`src/rtl/cpu_sequencer.sv`:
```
// Microcoded control sequencer for the cdecv 8-bit CPU: fetch, decode and execute
// of MOV/ALU/LD/ST/JP/HALT with optional memory wait states and an illegal-opcode trap.
module cpu_sequencer #(
   parameter int unsigned MEM_WAIT = 0,
   parameter bit          TRAP_EN  = 1'b1
) (
   input  logic       clock,
   input  logic       reset,
   input  logic [7:0] I,
   input  logic [2:0] SZCy,
   input  logic       resume,
   output logic [2:0] xsrc,
   output logic [9:0] xdst,
   output logic [4:0] aluop,
   output logic       we,
   output logic       end_sq,
   output logic       halt,
   output logic       trap,
   output logic [4:0] state_out
);

   localparam bit         HasWait  = (MEM_WAIT != 0);
   localparam logic [3:0] WaitLoad = 4'(MEM_WAIT);

   localparam logic [2:0] SrcPc = 3'd0;
   localparam logic [2:0] SrcRd = 3'd4;

   localparam logic [9:0] DstPc = 10'h001;
   localparam logic [9:0] DstMa = 10'h010;
   localparam logic [9:0] DstWd = 10'h020;
   localparam logic [9:0] DstI  = 10'h040;
   localparam logic [9:0] DstT  = 10'h080;
   localparam logic [9:0] DstFlg = 10'h200;

   localparam logic [4:0] AluThru = 5'd0;
   localparam logic [4:0] AluInc  = 5'd1;

   typedef enum logic [4:0] {
      StR    = 5'd0,
      StF0   = 5'd1,
      StF1   = 5'd2,
      StFw   = 5'd3,
      StF2   = 5'd4,
      StMov0 = 5'd5,
      StAl0  = 5'd6,
      StAl1  = 5'd7,
      StLd0  = 5'd8,
      StLd1  = 5'd9,
      StLd2  = 5'd10,
      StLd3  = 5'd11,
      StLw   = 5'd12,
      StSt0  = 5'd13,
      StSt1  = 5'd14,
      StSt2  = 5'd15,
      StSt3  = 5'd16,
      StSt4  = 5'd17,
      StSw   = 5'd18,
      StJp0  = 5'd19,
      StJp1  = 5'd20,
      StJp2  = 5'd21,
      StJw   = 5'd22,
      StHalt = 5'd30,
      StTrap = 5'd31
   } state_e;

   state_e     state_q, state_d;
   state_e     ret_q, ret_d;
   logic [3:0] cnt_q, cnt_d;

   logic [1:0] src_code, dst_code, op_code;
   logic [2:0] cond_code;

   assign src_code  = I[3:2];
   assign dst_code  = I[1:0];
   assign op_code   = I[5:4];
   assign cond_code = I[2:0];

   function automatic logic [2:0] reg_src(input logic [1:0] r);
      case (r)
         2'd0:    return 3'd1;
         2'd1:    return 3'd2;
         2'd2:    return 3'd3;
         default: return 3'd0;
      endcase
   endfunction

   function automatic logic [9:0] reg_dst(input logic [1:0] r);
      case (r)
         2'd0:    return 10'h002;
         2'd1:    return 10'h004;
         2'd2:    return 10'h008;
         default: return 10'h000;
      endcase
   endfunction

   function automatic logic cond_met(input logic [2:0] c, input logic [2:0] f);
      case (c)
         3'd0:    return 1'b1;
         3'd1:    return f[1];
         3'd2:    return !f[1];
         3'd3:    return f[0];
         3'd4:    return !f[0];
         3'd5:    return f[2];
         3'd6:    return !f[2];
         default: return 1'b0;
      endcase
   endfunction

   function automatic state_e decode(input logic [7:0] ins);
      state_e bad;
      bad = TRAP_EN ? StTrap : StF0;
      if (ins[7:4] == 4'b0000) begin
         return (ins[3:2] != 2'd3 && ins[1:0] != 2'd3) ? StMov0 : bad;
      end else if (ins[7:6] == 2'b01) begin
         return (ins[3:2] != 2'd3 && ins[1:0] != 2'd3) ? StAl0 : bad;
      end else if (ins[7:2] == 6'b100000) begin
         return (ins[1:0] != 2'd3) ? StLd0 : bad;
      end else if (ins[7:4] == 4'b1010 && ins[1:0] == 2'b00) begin
         return (ins[3:2] != 2'd3) ? StSt0 : bad;
      end else if (ins[7:3] == 5'b11000) begin
         return (ins[2:0] != 3'b111) ? StJp0 : bad;
      end else if (ins == 8'hFF) begin
         return StHalt;
      end
      return bad;
   endfunction

   always_ff @(negedge clock or posedge reset) begin
      if (reset) begin
         state_q <= StR;
         ret_q   <= StR;
         cnt_q   <= 4'd0;
      end else begin
         state_q <= state_d;
         ret_q   <= ret_d;
         cnt_q   <= cnt_d;
      end
   end

   // Every wait state shares one counter; ret_q says where to go when it expires.
   always_comb begin
      state_d = state_q;
      ret_d   = ret_q;
      cnt_d   = cnt_q;
      unique case (state_q)
         StR:  state_d = StF0;
         StF0: state_d = StF1;
         StF1: begin
            if (HasWait) begin
               state_d = StFw;
               cnt_d   = WaitLoad;
               ret_d   = StF2;
            end else begin
               state_d = StF2;
            end
         end
         StF2:   state_d = decode(I);
         StMov0: state_d = StF0;
         StAl0:  state_d = StAl1;
         StAl1:  state_d = StF0;
         StLd0:  state_d = StLd1;
         StLd1: begin
            if (HasWait) begin
               state_d = StLw;
               cnt_d   = WaitLoad;
               ret_d   = StLd2;
            end else begin
               state_d = StLd2;
            end
         end
         StLd2: begin
            if (HasWait) begin
               state_d = StLw;
               cnt_d   = WaitLoad;
               ret_d   = StLd3;
            end else begin
               state_d = StLd3;
            end
         end
         StLd3: state_d = StF0;
         StSt0: state_d = StSt1;
         StSt1: begin
            if (HasWait) begin
               state_d = StSw;
               cnt_d   = WaitLoad;
               ret_d   = StSt2;
            end else begin
               state_d = StSt2;
            end
         end
         StSt2: state_d = StSt3;
         StSt3: state_d = StSt4;
         StSt4: state_d = StF0;
         StJp0: state_d = StJp1;
         StJp1: begin
            if (HasWait) begin
               state_d = StJw;
               cnt_d   = WaitLoad;
               ret_d   = StJp2;
            end else begin
               state_d = StJp2;
            end
         end
         StJp2: state_d = StF0;
         StFw, StLw, StSw, StJw: begin
            if (cnt_q <= 4'd1) begin
               state_d = ret_q;
               cnt_d   = 4'd0;
            end else begin
               cnt_d = cnt_q - 4'd1;
            end
         end
         StHalt: state_d = resume ? StF0 : StHalt;
         StTrap: state_d = StTrap;
         default: state_d = StR;
      endcase
   end

   always_comb begin
      xsrc   = SrcPc;
      xdst   = 10'h000;
      aluop  = AluThru;
      we     = 1'b0;
      end_sq = 1'b0;
      halt   = 1'b0;
      trap   = 1'b0;
      unique case (state_q)
         StF0, StLd0, StSt0, StJp0: xdst = DstMa;
         StF1, StLd1, StSt1, StJp1: begin
            aluop = AluInc;
            xdst  = DstPc;
         end
         StF2: begin
            xsrc = SrcRd;
            xdst = DstI;
         end
         StMov0: begin
            xsrc   = reg_src(src_code);
            xdst   = reg_dst(dst_code);
            end_sq = 1'b1;
         end
         StAl0: begin
            xsrc = reg_src(dst_code);
            xdst = DstT;
         end
         StAl1: begin
            xsrc   = reg_src(src_code);
            aluop  = {3'b000, op_code} + 5'd2;
            xdst   = reg_dst(dst_code) | DstFlg;
            end_sq = 1'b1;
         end
         StLd2, StSt2: begin
            xsrc = SrcRd;
            xdst = DstMa;
         end
         StLd3: begin
            xsrc   = SrcRd;
            xdst   = reg_dst(dst_code);
            end_sq = 1'b1;
         end
         StSt3: begin
            xsrc = reg_src(src_code);
            xdst = DstWd;
         end
         StSt4: begin
            we     = 1'b1;
            end_sq = 1'b1;
         end
         StJp2: begin
            if (cond_met(cond_code, SZCy)) begin
               xsrc = SrcRd;
               xdst = DstPc;
            end
            end_sq = 1'b1;
         end
         StHalt: halt = 1'b1;
         StTrap: trap = 1'b1;
         default: ;
      endcase
   end

   assign state_out = state_q;

endmodule
```
`config.mk`:
```
export PLATFORM = sky130hd
export DESIGN_NAME = cpu_sequencer
export DESIGN_NICKNAME = d
export VERILOG_FILES = /design/src/rtl/cpu_sequencer.sv
export SDC_FILE = /design/constraint.sdc
export NUM_CORES = 1
export LEC_CHECK = 0
export CAP_MARGIN = 20
export CORE_ASPECT_RATIO = 0.9
export CORE_MARGIN = 2
export CORE_UTILIZATION = 52
export DETAILED_ROUTE_END_ITERATION = 7
export GPL_ROUTABILITY_DRIVEN = 0
export HOLD_SLACK_MARGIN = 0.03
export PLACE_DENSITY_LB_ADDON = 0.2
export SYNTH_ARGS = -nofsm -noshare
export SYNTH_HDL_FRONTEND = slang
export SYNTH_SLANG_ARGS = --single-unit
export TNS_END_PERCENT = 50
```
`constraint.sdc`:
```
create_clock -name clock -period 5 [get_ports clock]
set_input_delay 0.5 -clock clock [delete_from_list [all_inputs] [get_ports clock]]
set_output_delay 0.5 -clock clock [all_outputs]
set_load 0.05 [all_outputs]
```
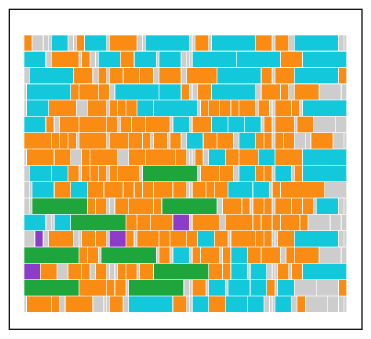
(images/cell_classes.png)
Scale: 6 px per um. Fill, decap, tap and diode cells in grey.
| colour | class | cells | share of their area |
|---|---|---|---|
| orange | all other logic | 173 | 53% |
| cyan | other buffers and delay cells | 61 | 35% |
| purple | clock drivers and dummy loads | 4 | 1.2% |
| green | flip-flops | 9 | 11% |
cell area after layout: 2150 sq um
Finished Core Util: 0.866
Core Area: 2490 sq um

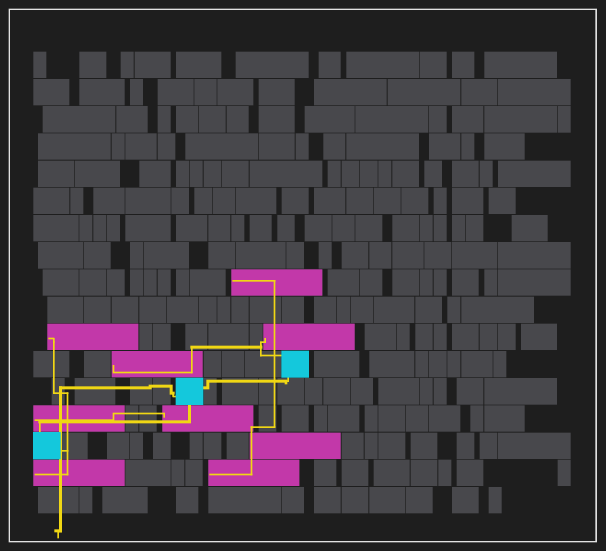
(images/clock_map.png)
Scale: 10 px per um.
[yellow] clock wires | length: 149 um
[cyan] cells driving clock nets | count: 3
[magenta] flip-flops | count: 9
routed clock nets: 4
Clk pwr share: 0.050
Late-Pin Clk Latency: 280 ps

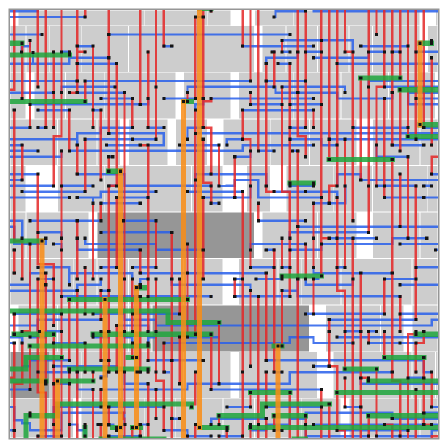
(images/zoom.png)
Window x 17 to 42, y 14 to 39 um. Cells in grey, sequential cells in the stronger grey; small squares are vias.
| colour | layer |
|---|---|
| red | met2 |
| green | met3 |
| orange | met4 |
| blue | met1 |
cells with their middle in the window: 78
netlist names of flops here include: `state_out` (2)
most frequent: buf_4 (11), nor2_1 (9), o21ai_0 (6)
sequential cells in the window: 2

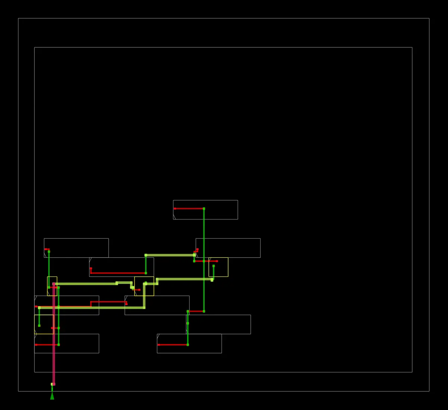
(images/final_clocks.png)
clock network power: 59.7 uW
CTS Sinks: 9
Layout clock buffers: 4
CTS buffer count: 3
flop count: 9

==> notes.md <==
impl run done, here's what came out: outcome finished, final reports clean, Commonest flop dfrtn_1, Largest register FFs 5, cells after synthesis 198, aggregate global routing overflow 0, Antenna diodes 0, mux frac, synth 0.0467, GRT Overall Usage 0.328, setup TNS 0 ps, Layout fillers roughly 130, Placed Instances 260, # IOs 41, detailed-route DRC error count 0, logic share of the area 0.505, Port Buffers 37, clk slew on worst S/H paths 50 ps, Logic pwr share 0.850, Data arrival, critical path 4430 ps, count leader, synth nor2_1, Log Warnings 34, Dominant comb cell simple AND/OR/NAND/NOR gates, startpoint types register, dpl cell area between 2000 and 2500 sq um, Most Crowded Layer GR met2, nets@finish roughly 270, Min-Delay Path Depth 2, Internal about 560 uW, MI comb cells between 150 and 200, CP max FO 10, root buffer cell clkbuf_4, invs w/o clock 12, WHS between 500 and 600 ps, Pwr Total 1.20 mW, Distinct cells, synth roughly 55, comb pwr roughly 1.0 mW, leading area contributor after synthesis dfrtn_1, largest cell class by area multi-input combinational cells, sequential power between 100 and 150 uW, hold_buf cts 0, Rel. slew slack 0.587, Non-CTS buffers slightly above 60, Area leader share 0.162, largest net degree at the start of global routing 27, met1 usage 0.432, worst setup path endpoint xsrc[2], buffer and inverter count on the worst path 1, Routed WL per cell about 17 um, worst reg2reg path startpoint state_out[2]$_DFFE_NP0P_, NonClk Buf Share 0.341, die span in y between 50 and 60 um, post-cts resize count 1, Layout Cells excl Fill 275, Detail Route Antenna Nets 0, row count 17, post-synthesis sequential element count 9, highest-power group combinational logic, initial antenna violation count 0, slowest stage delay, CP approximately 600 ps
Power is estimated from default activity; no workload was simulated.
